<file path="src/rtl/nasti_stream_writer.sv">
// Stream-to-memory mover: writes a (dst, len) request as INCR bursts of at most MAX_BURST_LENGTH beats.
// W is a zero-latency pass-through of the stream; one burst is outstanding, and the next AW waits for B.
module nasti_stream_writer #(
    parameter int ADDR_WIDTH       = 64,
    parameter int DATA_WIDTH       = 64,
    parameter int MAX_BURST_LENGTH = 8,
    parameter int ID_WIDTH         = 1,
    parameter int USER_WIDTH       = 1
) (
    input  logic                      aclk_i,
    input  logic                      aresetn_i,
    // stream source
    input  logic [DATA_WIDTH-1:0]     src_t_data_i,
    input  logic                      src_t_valid_i,
    input  logic                      src_t_last_i,
    output logic                      src_t_ready_o,
    // memory write address
    output logic [ID_WIDTH-1:0]       dest_aw_id_o,
    output logic [ADDR_WIDTH-1:0]     dest_aw_addr_o,
    output logic [7:0]                dest_aw_len_o,
    output logic [2:0]                dest_aw_size_o,
    output logic [1:0]                dest_aw_burst_o,
    output logic                      dest_aw_lock_o,
    output logic [3:0]                dest_aw_cache_o,
    output logic [2:0]                dest_aw_prot_o,
    output logic [3:0]                dest_aw_qos_o,
    output logic [3:0]                dest_aw_region_o,
    output logic [USER_WIDTH-1:0]     dest_aw_user_o,
    output logic                      dest_aw_valid_o,
    input  logic                      dest_aw_ready_i,
    // memory write data
    output logic [DATA_WIDTH-1:0]     dest_w_data_o,
    output logic [DATA_WIDTH/8-1:0]   dest_w_strb_o,
    output logic                      dest_w_last_o,
    output logic [USER_WIDTH-1:0]     dest_w_user_o,
    output logic                      dest_w_valid_o,
    input  logic                      dest_w_ready_i,
    // memory write response
    input  logic [1:0]                dest_b_resp_i,
    input  logic                      dest_b_valid_i,
    output logic                      dest_b_ready_o,
    // unused read half
    output logic                      dest_ar_valid_o,
    output logic                      dest_r_ready_o,
    // request / status
    input  logic [ADDR_WIDTH-1:0]     w_dst_i,
    input  logic [ADDR_WIDTH-1:0]     w_len_i,
    input  logic                      w_valid_i,
    output logic                      w_ready_o,
    output logic [1:0]                err_o
);

    localparam int DATA_BYTE_CNT = DATA_WIDTH / 8;
    localparam int ADDR_SHIFT    = $clog2(DATA_BYTE_CNT);
    localparam int BEAT_W        = ADDR_WIDTH - ADDR_SHIFT;
    localparam logic [BEAT_W-1:0] MAX_BEATS = BEAT_W'(MAX_BURST_LENGTH);

    typedef enum logic [2:0] {
        S_IDLE,
        S_ISSUE,
        S_ADDR,
        S_DATA,
        S_RESP
    } state_t;

    state_t                  state_q, state_d;
    logic [ADDR_WIDTH-1:0]   addr_q, addr_d;
    logic [BEAT_W-1:0]       remain_q, remain_d;
    logic [ADDR_WIDTH-1:0]   aw_addr_q, aw_addr_d;
    logic [7:0]              aw_len_q, aw_len_d;
    logic [7:0]              beat_cnt_q, beat_cnt_d;
    logic [1:0]              err_q, err_d;

    logic [BEAT_W-1:0]       burst_beats;
    logic [8:0]              burst_beats9;
    logic                    req_hs;
    logic                    w_hs;
    logic                    beat_last;
    logic                    final_beat;
    logic                    unused_ok;

    assign req_hs       = w_valid_i && (state_q == S_IDLE);
    assign burst_beats  = (remain_q > MAX_BEATS) ? MAX_BEATS : remain_q;
    assign burst_beats9 = burst_beats[8:0];
    assign w_hs         = dest_w_valid_o && dest_w_ready_i;
    assign beat_last    = (beat_cnt_q == aw_len_q);
    // remain_q already excludes the burst in flight, so zero means this is the last burst
    assign final_beat   = beat_last && (remain_q == '0);
    assign unused_ok    = ^{dest_b_resp_i[0], w_dst_i[ADDR_SHIFT-1:0], w_len_i[ADDR_SHIFT-1:0]};

    // state register
    always_ff @(posedge aclk_i or negedge aresetn_i) begin
        if (!aresetn_i) begin
            state_q <= S_IDLE;
        end else begin
            state_q <= state_d;
        end
    end

    // next-state logic
    always_comb begin
        state_d = state_q;
        case (state_q)
            S_IDLE:  if (w_valid_i) state_d = S_ISSUE;
            S_ISSUE: state_d = (remain_q == '0) ? S_IDLE : S_ADDR;
            S_ADDR:  if (dest_aw_ready_i) state_d = S_DATA;
            S_DATA:  if (w_hs && beat_last) state_d = S_RESP;
            S_RESP:  if (dest_b_valid_i) state_d = S_ISSUE;
            default: state_d = S_IDLE;
        endcase
    end

    // state-decoded outputs
    always_comb begin
        w_ready_o       = (state_q == S_IDLE);
        dest_aw_valid_o = (state_q == S_ADDR);
        dest_b_ready_o  = (state_q == S_RESP);
        dest_w_valid_o  = (state_q == S_DATA) && src_t_valid_i;
        src_t_ready_o   = (state_q == S_DATA) && dest_w_ready_i;
        dest_w_last_o   = (state_q == S_DATA) && beat_last;
    end

    // burst bookkeeping
    always_comb begin
        addr_d     = addr_q;
        remain_d   = remain_q;
        aw_addr_d  = aw_addr_q;
        aw_len_d   = aw_len_q;
        beat_cnt_d = beat_cnt_q;
        err_d      = err_q;
        if (req_hs) begin
            addr_d   = {w_dst_i[ADDR_WIDTH-1:ADDR_SHIFT], {ADDR_SHIFT{1'b0}}};
            remain_d = w_len_i[ADDR_WIDTH-1:ADDR_SHIFT];
            err_d    = 2'b00;
        end
        if ((state_q == S_ISSUE) && (remain_q != '0)) begin
            aw_addr_d  = addr_q;
            aw_len_d   = 8'(burst_beats9 - 9'd1);
            addr_d     = addr_q + {burst_beats, {ADDR_SHIFT{1'b0}}};
            remain_d   = remain_q - burst_beats;
            beat_cnt_d = 8'd0;
        end
        if ((state_q == S_DATA) && w_hs) begin
            beat_cnt_d = beat_cnt_q + 8'd1;
            if (src_t_last_i != final_beat) err_d[1] = 1'b1;
        end
        if ((state_q == S_RESP) && dest_b_valid_i && dest_b_resp_i[1]) begin
            err_d[0] = 1'b1;
        end
    end

    always_ff @(posedge aclk_i or negedge aresetn_i) begin
        if (!aresetn_i) begin
            addr_q     <= '0;
            remain_q   <= '0;
            aw_addr_q  <= '0;
            aw_len_q   <= '0;
            beat_cnt_q <= '0;
            err_q      <= '0;
        end else begin
            addr_q     <= addr_d;
            remain_q   <= remain_d;
            aw_addr_q  <= aw_addr_d;
            aw_len_q   <= aw_len_d;
            beat_cnt_q <= beat_cnt_d;
            err_q      <= err_d;
        end
    end

    assign dest_aw_id_o     = '0;
    assign dest_aw_addr_o   = aw_addr_q;
    assign dest_aw_len_o    = aw_len_q;
    assign dest_aw_size_o   = 3'(ADDR_SHIFT);
    assign dest_aw_burst_o  = 2'b01;
    assign dest_aw_lock_o   = 1'b0;
    assign dest_aw_cache_o  = '0;
    assign dest_aw_prot_o   = '0;
    assign dest_aw_qos_o    = '0;
    assign dest_aw_region_o = '0;
    assign dest_aw_user_o   = '0;
    assign dest_w_data_o    = src_t_data_i;
    assign dest_w_strb_o    = '1;
    assign dest_w_user_o    = '0;
    assign dest_ar_valid_o  = 1'b0;
    assign dest_r_ready_o   = 1'b0;
    assign err_o            = err_q;

    // requests must be beat aligned in both address and length
    assert property (@(posedge aclk_i) disable iff (!aresetn_i)
        req_hs |-> ((w_dst_i[ADDR_SHIFT-1:0] == '0) && (w_len_i[ADDR_SHIFT-1:0] == '0)));

endmodule

</file>
<file path="config.mk">
export PLATFORM = sky130hd
export DESIGN_NAME = nasti_stream_writer
export DESIGN_NICKNAME = d
export VERILOG_FILES = /design/src/rtl/nasti_stream_writer.sv
export SDC_FILE = /design/constraint.sdc
export NUM_CORES = 1
export LEC_CHECK = 0
export ABC_CLOCK_PERIOD_IN_PS = 5600
export CAP_MARGIN = 10
export CORE_UTILIZATION = 40
export CTS_BUF_LIST = sky130_fd_sc_hd__clkbuf_8 sky130_fd_sc_hd__clkbuf_16
export DETAILED_ROUTE_END_ITERATION = 16
export GPL_TIMING_DRIVEN = 0
export PLACE_DENSITY = 0.79
export SYNTH_ARGS = -nofsm -noshare
export SYNTH_HDL_FRONTEND = slang
export SYNTH_SLANG_ARGS = --single-unit
</file>
<file path="constraint.sdc">
create_clock -name aclk_i -period 5.6 [get_ports aclk_i]
set_input_delay 1.4 -clock aclk_i [delete_from_list [all_inputs] [get_ports aclk_i]]
set_output_delay 1.4 -clock aclk_i [all_outputs]
set_load 0.02 [all_outputs]
</file>
==> out/results.txt <==
Area growth from synthesis to layout - 33.8%
Fa+ha+maj area frac - 0.0585
DRC marker count from the first detailed-route iteration - 984
Critical Path Start Type - register
Non-clock buffer total of the final layout - 457
Peak ir drop on the vdd network - 290 uV
Clock slew at the register clock pins of the worst setup and hold paths - 0.07 ns
Placed instance count - 2,471
Core box area - 33,800 um2
Result of the run - complete, no violations
Data arrival, critical path - 5.87 ns
Number of antenna repair diodes - 0
Busiest grt layer - met2
Critical-path cell with the highest stage delay - or4_4
Register area share after synthesis - 0.369
Fmax achieved - 185 MHz
Vias post-DR - 13,900
Die X-Extent - 188 um
Post-synthesis cell area - 13,800 um2
Top cell by count, worst path - a21o_1
Fill cell count - 3,103
Post-placement setup slack - -0.358 ns
Routed met3 length - 3610 um
Gate count of the mapped netlist - 1,659
Number of synthesized register bits - 204
Post-detailed-route wirelength per cell - 18.7 um
Layout net count - 2,318
Placed wire-length estimate after detailed placement - 34,800 um
Final non-clock buffer share - 0.209
Number of global-route vias before repair - 13,600
Cell type with the largest total area - dfrtp_1
Antenna violations before repair - 0
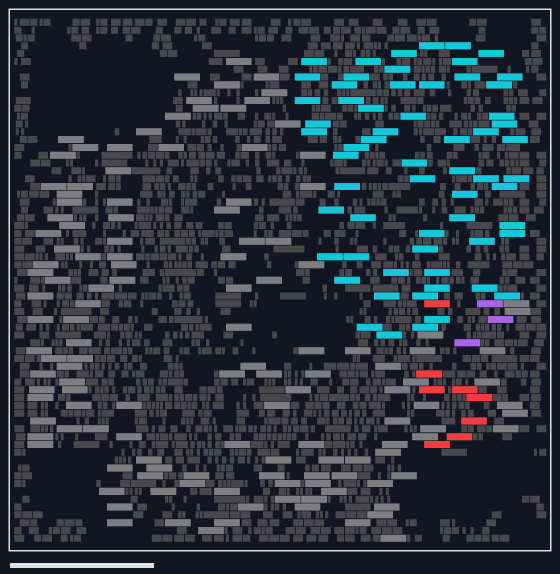
registers.png
The bar under the picture is 50 um long. Other sequential cells in the stronger gray, the rest of the logic in the fainter gray.
legend:
  red:
    name_in_the_netlist: `beat_cnt_q`
    placed_flops: 8
  purple:
    name_in_the_netlist: `state_q`
    placed_flops: 3
  cyan:
    name_in_the_netlist: `remain_q`
    placed_flops: 61
not colored: 132
Storage cell area: 5100 um2
share of the core filled with cells in the final layout: 0.548
sequential share of cell area: 0.276

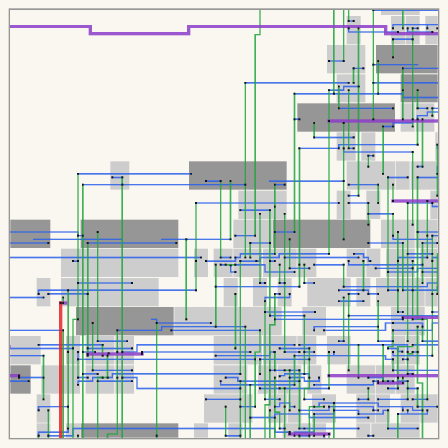
zoom.png
Region (27, 121) to (67, 161) um. Cells in gray, sequential cells in the stronger gray; small squares are vias.
legend:
  red:
    layer: met4
  green:
    layer: met2
  blue:
    layer: met1
  purple:
    layer: met3
most frequent: nand2_1 (16), o21ai_0 (8), dfrtp_1 (7)
netlist names of flops here include: `addr_q` (6), `dest_aw_addr_o` (1)
cells with their middle in the window: 87
sequential cells in the window: 7

No activity file was given, so power comes from the tool's default toggle rates.
